Design instr_loader, sky130hd; sources not shown.
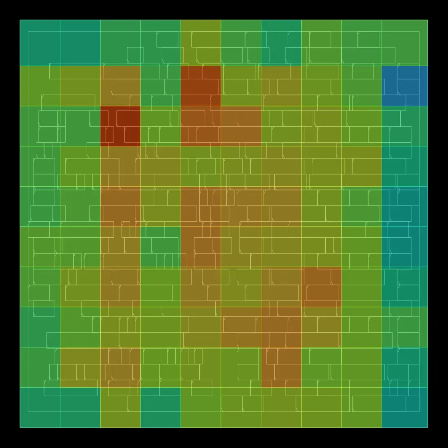
(images/congestion.png)
routing usage on met2: 29.9%
met1 Resource Use GR: 25.2%
Total GRT Usage: 18.6%
WL/cell: 15.0 um

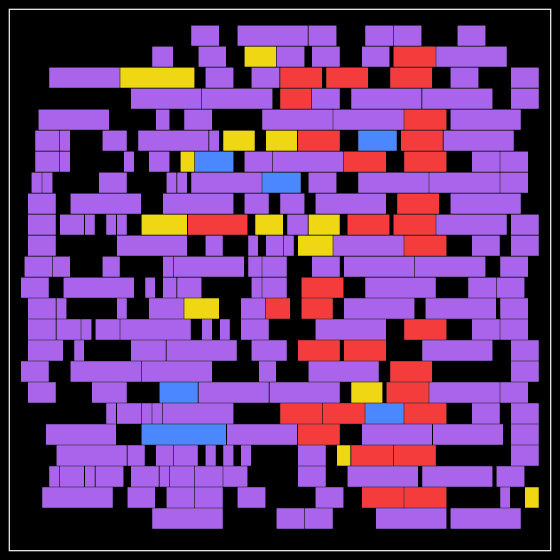
(images/sizes.png)
legend:
  red:
    size: _3 and _4 cells
    cells: 31
    share: 13%
  blue:
    size: _6 and larger
    cells: 6
    share: 2.6%
  purple:
    size: _0 and _1 cells
    cells: 182
    share: 78%
  yellow:
    size: _2 cells
    cells: 13
    share: 5.6%
Non-clk bufs: 60
setup ws final: 2.23 ns
fin area: 3130 sq um
area delta synth->final: 27.8%

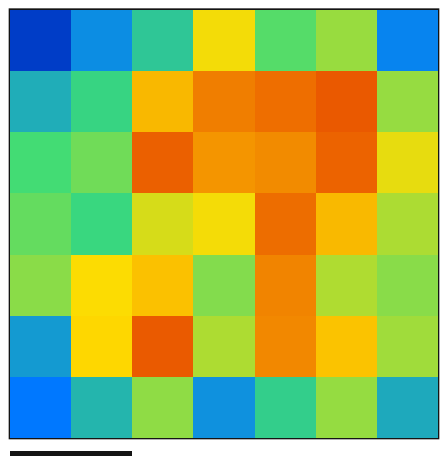
(images/cell_density.png)
Scale bar: 20 um. 7 x 7 tiles, from dark blue (low) to red (high), 0 to 100% covered.
mean over tiles: 63%
emptiest ninth of the die: north-west
tiles over 75% full: 33%
fullest tile: 90%
final core occ: 71.4%
Core Box Area: 4380 sq um
Core Density at Floorplan: 55.9%

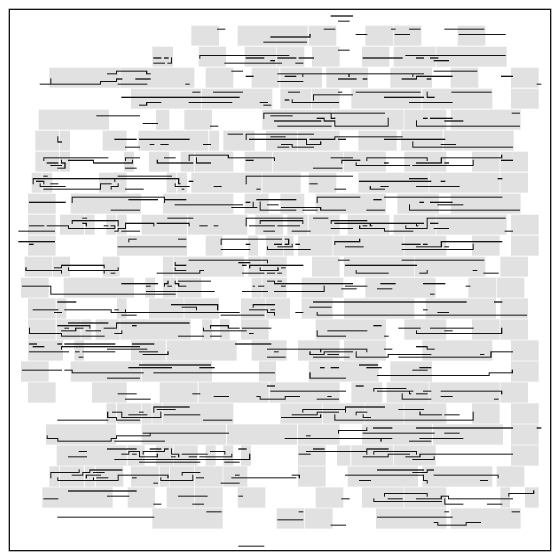
(images/layer_met1.png)
longest straight run: 27.1 um
share of all routed wire: 46%
nets with wire on the layer: 204
main direction: horizontal
wire length on this layer: 1940 um
Vias: 1474
drt total wl: 4.25 mm

==> summary.txt <==
row count: 24
DR DRC count: 0
drt pass-1 iters: 4
first-pass GRT wire length: 7.09 mm
failing checks: max-capacitance violations, max-slew violations
CTS clk-pin slew, worst paths: 0.09 ns
CTS root buffer: clkbuf_8
critical path required time: 5.38 ns
post-placement cell area: 3030 sq um
Syn Inst Count: 170
clock sink count: 54
crit-path cells: buf_2 > clkbuf_1
final tally of max-slew violations: 55
CTS tree: yes
Crit path depth: 2
final hold violation count: 0
library cells used by synthesis: 36
top_reg_cell synth: dfrtp_1
vias in the first global route: 1451
top cells by count: dfrtp_1, mux2_4, nor2_1
Detail Route met2 WL: 2.08 mm
crit path time final: 3.37 ns
Final period util: 60.1%
DR top layer: met4
Setup crit end kind: async pin
maximum VDD drop: 0.291 mV
initial antenna violation count: 0
Netlist Area Pre-Place: 2450 sq um
Post-synth regs: 54
Seq share, synth: 55.2%
Clock Latency Late Sink: 0.30 ns
Yosys warning count: 6
outcome: finished with violations
CTS Hold Bufs: 0
number of max-cap violations: 1
RSZ-0062 raised after global routing: no
Post-synth EDFFs: 0
die width: 70.0 um
hold_ws: 0.474 ns
PostCTS Resize Cnt: 0
number of flip-flops under the largest register name: 32
Final Net Count: 247
Mapped Avg Cell Area: 14.4 sq um
arrival time at the worst endpoint: 3.15 ns
Chip Footprint: 4900 sq um
Syn Nets: 186
die height: 70.0 um
most common cell in the netlist: dfrtp_1
setup TNS: 0 ns
cell usage in the layout (no fill, tap or decap), drive strengths merged, types with 2 or more instances in the layout:
cell	synthesis	layout
and2	2	2
nand2	8	8
a32oi	2	2
dfrtp	53	53
xnor2	6	6
xor2	6	6
a21oi	2	2
clkbuf	0	6
nor2	20	20
mux2i	3	3
nand4	6	6
ha	5	5
inv	2	2
clkdlybuf4s50	0	58
clkinv	0	2
mux2	32	32
power breakdown:
group	leakage, nW	switching [mW]	internal, mW
registers	0.632	0.129	0.514
clock network	0.0579	0.122	0.132
logic	0.690	0.291	0.357
per-layer routing:
layer  vias to the layer above  global-route usage, %
met1                       714                   25.2
met4                         0                   4.67
met2                        39                   29.9
li1                        716                      -
met5                         -                      0
met3                         5                   4.76
layout make-up:
class	instances	area, sq um
clock buffers	5	68.8
repair buffers	60	589
fillers	324	1250
clock inverters	3	40.0
well taps	52	65.1
multi-input cells	108	1010
flip-flops and latches	54	1350
inverters	2	7.51
through the flow:
step	total power [mW]	std cells	util [%]	worst slack, ns
2_1_floorplan	1.00	170	-	3.12
3_3_place_gp	1.28	276	69.0	2.01
3_5_place_dp	1.31	276	69.0	1.96
4_1_cts	1.56	284	71.5	2.27
5_1_grt	1.64	284	71.4	1.64
6_report	1.54	284	71.4	2.23
cells by family after synthesis:
| kind of cell | synth area share [%] |
|---|---|
| buf+inv | 3.63 |
| xor+xnor | 4.29 |
| mux | 20.1 |
| fa+ha+maj | 2.55 |
| simple gates | 10.3 |
| compound gates | 3.73 |
| other cells | 0.153 |
| flops | 55.2 |
Power and IR drop assume default switching activity.
